run_1/util_map.png
Drawn at 4 px/µm. The die is cut into 12 by 12 equal tiles; white is low, dark blue is high, 0 to 100% covered.
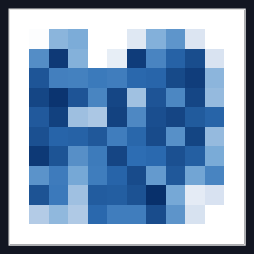
run_1/floorplan.png
Drawn at 8 px/µm. Pins as bars on the die edge.
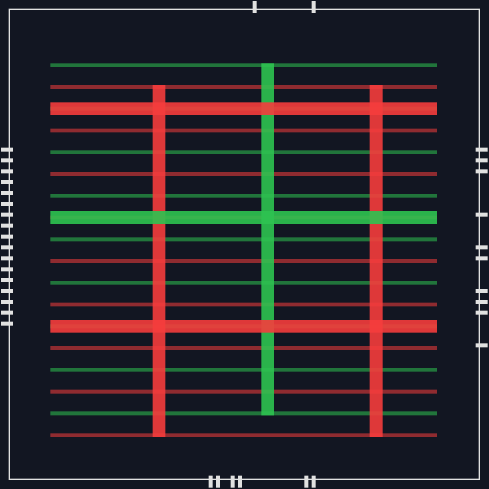
run_1/layers.png
Drawn at 10 px/µm. Only two layers are drawn.
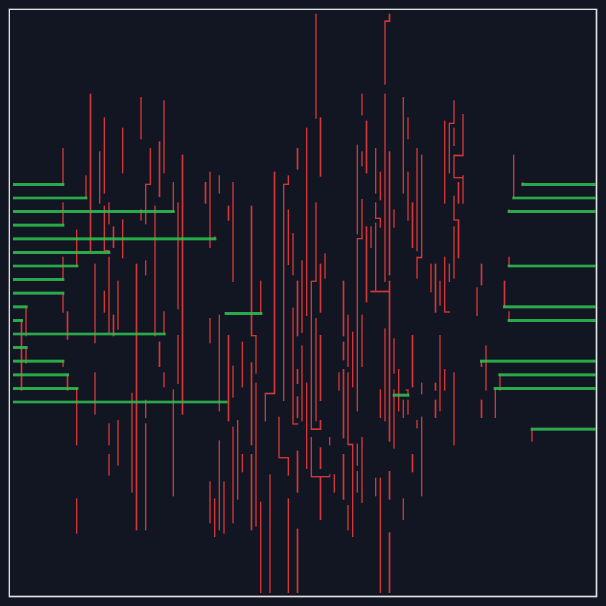
run_1/congestion_map.png
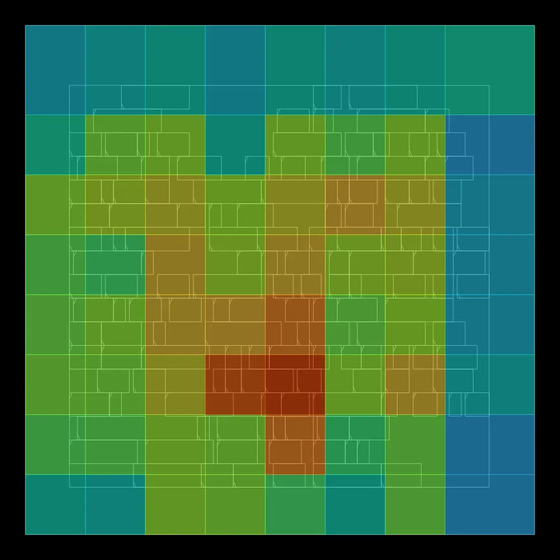
===== config.mk =====
export PLATFORM = sky130hd
export DESIGN_NAME = bus_transfer_sequencer_flat
export DESIGN_NICKNAME = d
export VERILOG_FILES = /design/src/rtl/bus_transfer_sequencer_if.sv /design/src/rtl/bus_transfer_sequencer.sv /design/src/flat_wrapper.sv
export SDC_FILE = /design/constraint.sdc
export NUM_CORES = 1
export LEC_CHECK = 0
export CAP_MARGIN = 20
export CORE_MARGIN = 5
export CORE_UTILIZATION = 44
export DETAILED_ROUTE_END_ITERATION = 8
export GPL_TIMING_DRIVEN = 0
export HOLD_SLACK_MARGIN = 0.1
export PLACE_DENSITY = 0.78
export SKIP_LAST_GASP = 1
export SLEW_MARGIN = 0
export SYNTH_ARGS = -nofsm -noshare
export SYNTH_HDL_FRONTEND = slang
export SYNTH_SLANG_ARGS = --single-unit

===== constraint.sdc =====
create_clock -name Clock -period 1.3 [get_ports Clock]
set_input_delay 0.13 -clock Clock [delete_from_list [all_inputs] [get_ports Clock]]
set_output_delay 0.13 -clock Clock [all_outputs]
set_load 0.005 [all_outputs]

===== src/rtl/bus_transfer_sequencer_if.sv =====
// Handshake and register-bus signals between the control unit, the bus
// sequencer and the registers hanging off the shared tri-state bus.
interface bus_transfer_sequencer_if #(
  parameter int unsigned NrOfBits = 8,
  parameter int unsigned NrOfRegs = 4,
  parameter int unsigned SelBits  = 2
);
  logic                req;
  logic [SelBits-1:0]  src_sel;
  logic [SelBits-1:0]  dst_sel;
  logic [NrOfBits-1:0] bus_in;
  logic [NrOfRegs-1:0] cs;
  logic [NrOfRegs-1:0] load_en;
  logic                busy;
  logic                done;
  logic                err;
  logic [NrOfBits-1:0] captured;

  // Control-unit / register side
  modport master (
    output req, src_sel, dst_sel, bus_in,
    input  cs, load_en, busy, done, err, captured
  );

  // Sequencer side
  modport slave (
    input  req, src_sel, dst_sel, bus_in,
    output cs, load_en, busy, done, err, captured
  );
endinterface


===== src/rtl/bus_transfer_sequencer.sv =====
// Master sequencer for the shared register bus: drive source, let the bus
// settle, pulse the destination load enable, release, then report done.
module bus_transfer_sequencer #(
  parameter int unsigned NrOfBits     = 8,
  parameter int unsigned NrOfRegs     = 4,
  parameter int unsigned SelBits      = 2,
  parameter int          SettleCycles = 1
) (
  input  logic                     Clock,
  input  logic                     Reset,
  input  logic                     Tick,
  bus_transfer_sequencer_if.slave  bus
);

  localparam int unsigned SettleEff = (SettleCycles < 1) ? 32'd1 : 32'(SettleCycles);
  localparam int unsigned CntBits   = (SettleEff > 1) ? $clog2(SettleEff) : 1;

  typedef enum logic [2:0] {
    ST_IDLE,
    ST_DRIVE,
    ST_LOAD,
    ST_RELEASE,
    ST_FINISH
  } state_t;

  state_t              state;
  logic [CntBits-1:0]  cnt;
  logic [SelBits-1:0]  dst_q;
  logic [NrOfRegs-1:0] cs_q;
  logic [NrOfRegs-1:0] load_q;
  logic                busy_q;
  logic                done_q;
  logic                err_q;
  logic [NrOfBits-1:0] captured_q;
  logic                sel_bad;

  function automatic logic [NrOfRegs-1:0] one_hot(input logic [SelBits-1:0] sel);
    logic [NrOfRegs-1:0] v;
    v = '0;
    for (int unsigned i = 0; i < NrOfRegs; i++) begin
      v[i] = (32'(sel) == i);
    end
    return v;
  endfunction

  assign sel_bad = (32'(bus.src_sel) >= NrOfRegs) || (32'(bus.dst_sel) >= NrOfRegs);

  // Sequencer FSM; the source select lives on only as the registered cs pattern
  always_ff @(posedge Clock) begin
    if (Reset) begin
      state      <= ST_IDLE;
      cnt        <= '0;
      dst_q      <= '0;
      cs_q       <= '1;
      load_q     <= '0;
      busy_q     <= 1'b0;
      done_q     <= 1'b0;
      err_q      <= 1'b0;
      captured_q <= '0;
    end else if (Tick) begin
      unique case (state)
        ST_IDLE: begin
          if (bus.req) begin
            dst_q  <= bus.dst_sel;
            busy_q <= 1'b1;
            if (sel_bad) begin
              state  <= ST_FINISH;
              done_q <= 1'b1;
              err_q  <= 1'b1;
            end else begin
              state <= ST_DRIVE;
              cnt   <= CntBits'(SettleEff - 1);
              cs_q  <= ~one_hot(bus.src_sel);
            end
          end
        end
        ST_DRIVE: begin
          if (cnt == '0) begin
            state  <= ST_LOAD;
            load_q <= one_hot(dst_q);
          end else begin
            cnt <= cnt - CntBits'(1);
          end
        end
        ST_LOAD: begin
          state      <= ST_RELEASE;
          load_q     <= '0;
          cs_q       <= '1;
          captured_q <= bus.bus_in;
        end
        ST_RELEASE: begin
          state  <= ST_FINISH;
          done_q <= 1'b1;
        end
        ST_FINISH: begin
          state  <= ST_IDLE;
          done_q <= 1'b0;
          err_q  <= 1'b0;
          busy_q <= 1'b0;
        end
        default: state <= ST_IDLE;
      endcase
    end
  end

  // Pulses are masked while Tick is low so a frozen LOAD/FINISH never repeats them
  assign bus.cs       = cs_q;
  assign bus.load_en  = Tick ? load_q : '0;
  assign bus.done     = done_q & Tick;
  assign bus.err      = err_q & Tick;
  assign bus.busy     = busy_q;
  assign bus.captured = captured_q;

endmodule


===== src/flat_wrapper.sv =====
// flat-port wrapper written by rule: the top's interface ports become plain ports
module bus_transfer_sequencer_flat 
#(
  parameter int unsigned NrOfBits     = 8,
  parameter int unsigned NrOfRegs     = 4,
  parameter int unsigned SelBits      = 2,
  parameter int          SettleCycles = 1
)
  (Clock, Reset, Tick, bus_req, bus_src_sel, bus_dst_sel, bus_bus_in, bus_cs, bus_load_en, bus_busy, bus_done, bus_err, bus_captured);
  bus_transfer_sequencer_if #(.NrOfBits(NrOfBits), .NrOfRegs(NrOfRegs), .SelBits(SelBits)) bus_i ();
  input  logic Clock;
  input  logic Reset;
  input  logic Tick;
  input wire logic [$bits(bus_i.req)-1:0] bus_req;
  input wire logic [$bits(bus_i.src_sel)-1:0] bus_src_sel;
  input wire logic [$bits(bus_i.dst_sel)-1:0] bus_dst_sel;
  input wire logic [$bits(bus_i.bus_in)-1:0] bus_bus_in;
  output wire logic [$bits(bus_i.cs)-1:0] bus_cs;
  output wire logic [$bits(bus_i.load_en)-1:0] bus_load_en;
  output wire logic [$bits(bus_i.busy)-1:0] bus_busy;
  output wire logic [$bits(bus_i.done)-1:0] bus_done;
  output wire logic [$bits(bus_i.err)-1:0] bus_err;
  output wire logic [$bits(bus_i.captured)-1:0] bus_captured;
  assign bus_i.req = bus_req;
  assign bus_i.src_sel = bus_src_sel;
  assign bus_i.dst_sel = bus_dst_sel;
  assign bus_i.bus_in = bus_bus_in;
  assign bus_cs = bus_i.cs;
  assign bus_load_en = bus_i.load_en;
  assign bus_busy = bus_i.busy;
  assign bus_done = bus_i.done;
  assign bus_err = bus_i.err;
  assign bus_captured = bus_i.captured;
  bus_transfer_sequencer #(.NrOfBits(NrOfBits), .NrOfRegs(NrOfRegs), .SelBits(SelBits), .SettleCycles(SettleCycles)) u_core (.Clock(Clock), .Reset(Reset), .Tick(Tick), .bus(bus_i));
endmodule

==> summary.txt, run 1 <==
run results: wirelength, routed ~2200 µm, R2R Path Start u_core.state[1]$_SDFFE_PP0P_, gr ovfl total 0, number of cells in Yosys stat between 100 and 150, Clock Sinks 23, Site Rows 17, maximum clock frequency 801 MHz, Flops after synth 23, fin. max-slew vios 0, XOR/XNOR Area Share 0.843%, first-pass GRT wire length ~3600 µm, Syn Area/Cell 9.99 µm², Simple Share, Synth 24.1%, end point of the critical path u_core.bus.captured[2]$_SDFFE_PP0P_, final worst slack 0.0511 ns, Yosys cell types 34, die width 58.6 µm, vias in the first global route 882, share of the yosys chip area belonging to registers about 44%, 1st-iter DRT viols 9, DRT Pass-1 Iters 4, final total power 1.30 mW, r2r setup slk 0.05 ns, Final Instance Area 1550 µm², Synthesis Warnings 0, antenna violations before repair 0, status finished, final reports clean, post-CTS setup buffers 4, crit path DAT 1.46 ns, Tcrit/Tclk final 96.1%, post-place setup slack -0.421 ns, routability cong. roughly 0.76, drt via density 5.05, critical path capture point type register, max FFs per register 8, PortBufs 33, HP Class input pin to register, Top Ports 35, Clock Skew 0.00131 ns, share of cells above drive strength 1 approximately a third, die area 3430 µm², mux frac, synth around 15%, Area leader share roughly 44%, synthesized net count 120, HPWL after detailed placement 1600 µm, Worst Hold Endpoint u_core.state[1]$_SDFFE_PP0P_, most frequent cells in the layout 19 x dfxtp_2, 14 x nor2_1, 14 x clkdlybuf4s50_1, Mapped Area 1040 µm², Post-Synth Adder-Cell Area 0%, power density over the cells between 800 and 900 nW/µm², Pre-Place Util between 40 and 50%, CTS resizes 25, Reg clk slew, reported paths 0.12 ns, RR Endpoint u_core.bus.captured[2]$_SDFFE_PP0P_, startpoint of the worst hold path Tick, fill cell total of the finished layout 183, core area 2230 µm², gr usage total 13.4%, critical path launch point u_core.state[1]$_SDFFE_PP0P_, worst setup path class register to register, Layout Nets 164, Synth area leaders dfxtp_1 44%, mux2i_1 13%, nor2_1 5.1%, Hold Slack 0.330 ns, Hold Buf Count CTS 0, count of tool warnings 28, TritonCTS clock tree built, yosys aoi share 9.76%, final hold vios 0, Final setup viols 0, post-DR wirelength/cell 12.8 µm, Register-to-Register Path Depth 5, Ant. Diodes 0, P&R area growth vs syn 49.2%, number of max-cap violations 0
About util_map.png:
densest ninth of the die = middle
emptiest ninth of the die = bottom right
tiles over 75% full = 32%

About floorplan.png:
VDD -> green
VSS -> red
rows = 17
met5 straps = 3

About layers.png:
M3 -> green  # wire length 225 µm
M2 -> red  # wire length 1070 µm

About congestion_map.png:
GR peak layer: met2
M1 GR Usage: 14.4%

run 1: report_power, final:
part / internal (mW) / total (mW) / switching [mW]
logic: 0.137 / 0.230 / 0.0934
clock network: 0.115 / 0.323 / 0.208
registers: 0.732 / 0.751 / 0.0192
total: 0.984 / 1.30 / 0.320
run 1: cell type report:
cell class                 count  area [µm²]  area share, %
tap                           28        35.0           2.26
clock inverter                 1        5.00          0.323
multi-input combinational     70         524           33.8
sequential                    23         488           31.5
clock buffer                   3        22.5           1.45
buffer                         7        56.3           3.63
inverter                       2        7.51          0.485
timing repair buffer          41         410           26.5
run 1: Yosys cell counts:
master     instances
mux2i_1           14
conb_1             1
or4b_4             1
nor3b_2            1
a221oi_1           1
a211oi_1           1
xor2_1             1
a22o_1             2
dfxtp_1           23
nand2_1            1
a21oi_1            3
o32ai_1            1
buf_6              1
nor4_1             2
buf_1              1
a21boi_0           1
buf_2              5
nand3b_4           1
buf_4              2
nand2b_1           7
and2_1             5
and4bb_2           1
o211ai_2           1
inv_1              2
nand3_1            1
and3_1             1
o2bb2ai_1          2
nor4b_1            2
a31oi_1            1
nor2_1            14
nor3_1             1
nor2b_1            1
nor3b_1            1
mux2_2             1
run 1: per-stage QoR:
stage,setup TNS [ns],std cells
floorplan,0,104
global placement,-7.78,165
detailed placement,-8.49,165
CTS,-0.0842,172
global route,-0.0760,175
finish,0,175
run 1: critical path, cell delays in order (launching register included):
cell and delay (ns):
dfxtp_2 0.38, buf_6 0.12, and4bb_2 0.25, buf_8 0.14
mux2i_2 0.21, nor2_1 0.06
run 1: layer usage:
layer	vias to the layer above	track usage [%]	share of wire, %
li1	444	-	-
met1	408	14.4	42
met2	29	24.1	48
met3	2	3.95	10
met4	0	5.83	0.36
met5	-	0	0
--- run 2 (diff from run 1) ---
CORE_UTILIZATION = 40   (was 44)
PLACE_DENSITY = 0.72   (was 0.78)
clock period = 1.1 ns   (was 1.3 ns; I/O delays follow)
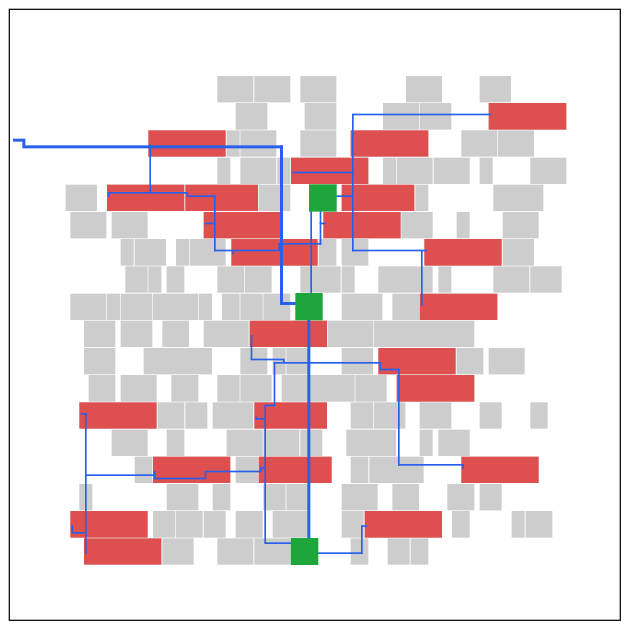
run_2/clock_wires.png
Drawn at 10 px/µm.
clock-net drivers -> green  # count 3
flip-flops -> red  # count 23
clock wires -> blue  # length 273 µm
routed clock nets = 4

==> run 2 against run 1 <==
The run now ends with setup timing left; worst hold slack got worse by 0.037 ns; cell area up 0.56%; sequential share of layout area decreased by 0.26 points; utilization decreased by 6.5 points; first-iteration DRC count is 44% higher; cell count up 2.9%; global-route usage grew 1.3 points; flip-flop count unchanged; critical path depth grew 1; register-to-register slack lost 0.21 ns; die size is 8.3% higher; count of clock-buffer cells in the layout rose by 1; largest cell class unchanged; highest routed layer unchanged.
==> summary.txt, run 2 <==
run results: Syn Area/Cell about 10 µm², power density over the cells 1010 nW/µm², maximum clock frequency approximately 800 MHz, top cells by count 23 x dfxtp_1, 14 x mux2i_1, 14 x nor2_1, startpoint of the worst hold path Tick, count of tool warnings 29, final total power 1.57 mW, via count 904, Reg clk slew, reported paths 0.12 ns, antenna violations before repair 0, first-pass GRT wire length 3970 µm, Worst Hold Endpoint u_core.state[1]$_SDFFE_PP0P_, Register-to-Register Path Depth 6, final hold vios 0, Synthesis Warnings 0, Post-synth ARST share 0%, failing checks setup timing, P&R area growth vs syn 50.0%, core area 2480 µm², Finished Layout Cells 180, drt via density between 5 and 6, Pre-Place Util 41.9%, critical path capture point type register, status complete, but fails checks, Tcrit/Tclk final 114%, fin. max-slew vios 0, post-DR wirelength/cell 13.4 µm, DRT Pass-1 Iters 4, final worst slack -0.156 ns, gr usage total 14.7%, HP Class input pin to register, Final setup viols 22, Yosys cell types 34, worst setup path class register to register, dpl cells 167, synthesized net count 120, CTS buffer count 3, Top Ports 35, Critical Path Fanout Max 6, Layout Nets 167, r2r setup slk -0.16 ns, final core occ between 60% and 70%, post-place setup slack -0.580 ns, die height 61.0 µm, 1st-iter DRT viols 13, Clock Skew between 0.01 and 0.015 ns, crit path DAT between 1 and 1.5 ns, Site Rows 18, static leakage 0.664 nW, Flops after synth 23, data required time of the worst path approximately 1.3 ns, Fin Setup TNS -1.82 ns, share of the yosys chip area belonging to registers 44.3%, main flop type dfxtp_1, Hold Slack about 0.29 ns, HPWL after detailed placement 1620 µm, PortBufs 33, post-synth top area cell dfxtp_1, wirelength, routed around 2400 µm, R2R Path Start u_core.state[1]$_SDFFE_PP0P_, most frequent cells in the layout 18 x dfxtp_2, 14 x buf_4, 14 x clkdlybuf4s50_1, Post-synth EDFFs 0, die width 61.0 µm, Final Instance Area roughly 1600 µm², RR Endpoint u_core.bus.busy$_SDFFE_PP0P_, worst vdd ir around 0.00087 V, Synth area leaders dfxtp_1 44%, mux2i_1 13%, nor2_1 5.1%, Ant. Diodes 0, routability cong. approximately 0.73, Area leader share between 40% and 50%, share of cells above drive strength 1 39.3%, vias in the first global route slightly above 900, CTS max path bufs 2, number of cells in Yosys stat 104, critical path launch point u_core.state[1]$_SDFFE_PP0P_, max FFs per register 8, Hold Buf Count CTS 0, most frequent logic cell in the layout dfxtp_2, Clock Sinks 23, Yosys top cell by instances dfxtp_1, gr ovfl total 0, WHS Path Cells 3, die area approximately 3700 µm², Mapped Area ~1000 µm², number of max-cap violations 0, TritonCTS clock tree built
==> run 2: worst max-delay path by stage <==
stage,endpoint,slack (ns),cells after the start
after floorplan,u_core.bus.captured[0]$_SDFFE_PP0P_,-0.08,5
after detailed placement,bus_done,-0.58,4
after CTS,u_core.bus.captured[2]$_SDFFE_PP0P_,-0.13,5
after global routing,u_core.bus.captured[2]$_SDFFE_PP0P_,-0.19,5
final,u_core.bus.busy$_SDFFE_PP0P_,-0.16,6
after global placement,bus_load_en[0],-0.58,4
==> run 2: kinds of logic after synthesis <==
kind of cell	count (synthesis)	share of synthesized area, %
and+or+nand+nor	40	24.1
DFF	23	44.3
muxes	15	14.6
AOI/OAI and AO/OA	13	9.76
buffers and inverters	11	6.02
xor gates and xnor gates	1	0.844
other	1	0.361
==> run 2: what timing repair did <==
action | 4_1_cts | 5_1_grt
setup buffers | 6 | 5
setup endpoints to repair | 40 | 28
pin swaps | 5 | 3
gates resized | 52 | 13
==> run 2: power by group <==
group | internal (mW) | switching [mW]
sequential | 0.865 | 0.0225
combinational | 0.176 | 0.125
clock | 0.141 | 0.238
==> run 2: area by class of cell <==
type,instances,area [µm²]
repair buffers,44,372
plain buffers,7,58.8
flip-flops and latches,23,487
fillers,229,920
clock buffers,4,26.3
inverters,2,7.51
well taps,30,37.5
multi-input cells,70,569
==> run 2: layer usage <==
metal  track usage [%]  routed length [µm]  up-vias
met4              8.67                  39        0
met3              3.40                 109        4
met5                 0                   0        -
met2              24.7                1230       16
met1              16.8                1050      428
li1                  -                   -      456
==> run 2: worst max-delay path, stage by stage (launching register included) <==
cell and delay [ns]:
dfxtp_2 0.35, buf_6 0.12, buf_4 0.13, buf_4 0.14, nor3b_4 0.18, a21oi_1 0.08
a211oi_1 0.16
--- run 3 (diff from run 2) ---
ABC_AREA = 1   (was not set)
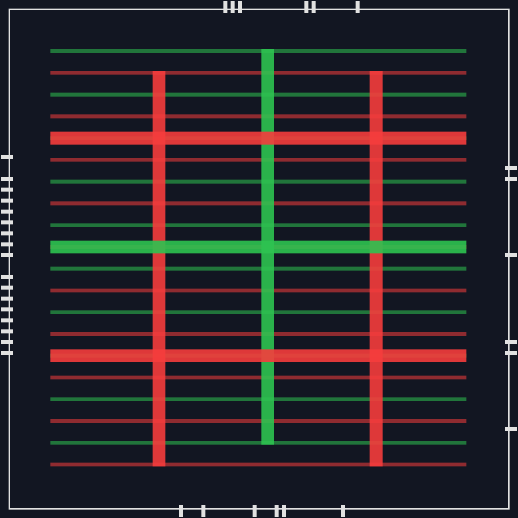
run_3/floorplan.png
Drawn at 8 px/µm. Pins as bars on the die edge.
VDD -> green
VSS -> red
rows = 19
met1 rails = 20
signal pins = 35
met5 straps = 3

==> run 3 against run 2 <==
The flow now finishes without violations; wire length is 5.8% higher; global-route usage is 1.5 points lower; sequential share of layout area is 0.21 points lower; combinational power is 44% higher; worst hold slack worse by 0.12 ns; synthesized cell count is 50% higher; critical path type unchanged; critical endpoint is now u_core.bus.cs[1]$_SDFFE_PP1P_.
==> summary.txt, run 3 <==
run results: status finished, final reports clean, maximum clock frequency approximately 900 MHz, Site Rows 19, static leakage between 0.8 and 0.9 nW, max FFs per register 8, data required time of the worst path ~1.4 ns, first-pass GRT wire length roughly 4300 µm, Clock Skew 0.00434 ns, CTS max path bufs 2, CP max stage cell dfxtp_4, number of max-cap violations 0, Synthesis Warnings 0, core area 2690 µm², clock-cell share of area 1.74%, yosys aoi share under 10%, Final Instance Area around 1600 µm², post-place setup slack -0.349 ns, flip-flops 23, Layout Nets 218, power density over the cells 1130 nW/µm², Simple Share, Synth between 40% and 50%, Slowest Stage Delay on Critical Path 0.40 ns, worst vdd ir 0.00103 V, mux frac, synth 0%, Post-synth EDFFs 0, Logic Gate Count 107, Synth logic family simple AND/OR/NAND/NOR gates, routability cong. 0.790, Pre-Place Util 40.7%, critical path capture point type register, count of tool warnings 28, fill cell total of the finished layout ~270, Post-Synth Adder-Cell Area 0%, Ant. Diodes 0, final worst slack 0.00691 ns, wirelength, routed 2560 µm, HP Class input pin to register, HPWL after detailed placement ~1800 µm, crit path time final 1.09 ns, Hold Slack around 0.17 ns, Synth area leaders dfxtp_1 42%, nand2_1 13%, nor2_1 11%, main flop type dfxtp_1, flop share of the area 31.0%, die width 62.3 µm, final core occ 58.8%, YS chip area 1090 µm², invs w/o clock 22, Top Ports 35, share of the yosys chip area belonging to registers 42.2%, DRT Pass-1 Iters 4, CTS buffer count 3, gr usage total 13.2%, Logic cell area around 560 µm², Reg clk slew, reported paths 0.13 ns, Comb/total area roughly 36%, Critical Path Fanout Max 6, antenna violations before repair 0, dpl cells approximately 220, part of the power in combinational logic 24.4%, most frequent cells in the layout 34 x nand2_1, 28 x nor2_1, 19 x inv_1, register area 490 µm², final total power 1.78 mW, Mapped Area 1090 µm², crit path DAT 1.37 ns, P&R area growth vs syn 44.7%, Clock Sinks 23, Yosys top cell by instances nand2_1, Finished Layout Cells approximately 230, clkbuf count 3, Flops after synth 23, Syn Area/Cell 7.00 µm², Fin Setup TNS 0 ns, TritonCTS clock tree built, Yosys cell types 22, Tcrit/Tclk final 99.4%, internal power 1.24 mW, largest net degree at the start of global routing 14, top cells by count 37 x nand2_1, 32 x nor2_1, 23 x dfxtp_1, post-route ant nets 0, post-synth top area cell dfxtp_1, XOR/XNOR Area Share 0%, share of cells above drive strength 1 32.8%, worst setup path class register to register, Hold Buf Count CTS 0, 1st-iter DRT viols 23, number of cells in Yosys stat 156, non-clock buffer share of cell area 23.7%, gr ovfl total 0, PortBufs 32, vias in the first global route 1021, synthesized net count around 170, Post-synth ARST share 0%, Sw Share 30.1%, Area leader share 42.2%, worst-path cell chain nor2_4 > nand3_4 > nand3_4 > nand2_1 > nand3_1, Root Buffer clkbuf_4, Tapcells 31, Signal buffers 45, sequential power share 52.7%, cell mode on critical path nand3_4, Leading cell kind combinational gates, drt via density 4.66, via count 1080, final hold vios 0, Final setup viols 0, post-DR wirelength/cell 11.0 µm, most frequent logic cell in the layout nand2_1, unrepaired setup endpoints after global routing yes, die area 3880 µm², fin. max-slew vios 0, die height approximately 62 µm, clock network power share between 20% and 30%, Sw Pwr ~540 µW
==> run 3: cell types whose count changed in the layout (fill, tap and decap cells not counted), sizes merged, moves of 5 or more <==
cell / delta
nand2: +40
nor2: +23
inv: +19
mux2i: -14
o21ai: +8
nand2b: -7
nand3: +7
nand4: +6
and2: -5
buf: -5
==> run 3: power by group through the flow <==
stage	Sequential [mW]	Combinational, mW	Clock [mW]
3_3_place_gp	0.946	0.390	0
2_1_floorplan	0.947	0.224	0
5_1_grt	0.948	0.485	0.466
3_5_place_dp	0.950	0.394	0
6_report	0.938	0.434	0.409
4_1_cts	0.939	0.390	0.431
==> run 3: per-layer routing <==
| metal | wire [µm] | vias to the layer above | GRT usage, % | part of all wire (%) |
|---|---|---|---|---|
| met2 | 1240 | 30 | 23.2 | 48 |
| li1 | - | 570 | - | - |
| met5 | 0 | - | 0 | 0 |
| met4 | 48 | 0 | 5.57 | 1.9 |
| met1 | 1080 | 475 | 14.2 | 42 |
| met3 | 194 | 5 | 4.50 | 7.6 |
==> run 3: repair_timing <==
item	CTS	global route
endpoints found under the setup margin	36	26
pin swaps	1	10
buffers inserted	3	6
resized	43	22
==> run 3: path summary, 6_finish.rpt <==
check                                    start                       endpoint  slack (ns)  cells past startpoint
setup / recovery  u_core.state[0]$_SDFFE_PP0P_  u_core.bus.cs[1]$_SDFFE_PP1P_       0.007                      5
hold / removal                            Tick   u_core.state[2]$_SDFFE_PP0P_        0.17                      3
setup reg to reg  u_core.state[0]$_SDFFE_PP0P_  u_core.bus.cs[1]$_SDFFE_PP1P_       0.007                      5
hold reg to reg     u_core.done_q$_SDFFE_PP0P_     u_core.done_q$_SDFFE_PP0P_        0.45                      2
==> run 3: worst max-delay path: cells and delay by family (launching register included) <==
family	cells	cell delay, ns
flip-flops	1	0.40
AND/OR/NAND/NOR	5	0.64
No activity file was given, so power comes from the tool's default toggle rates.
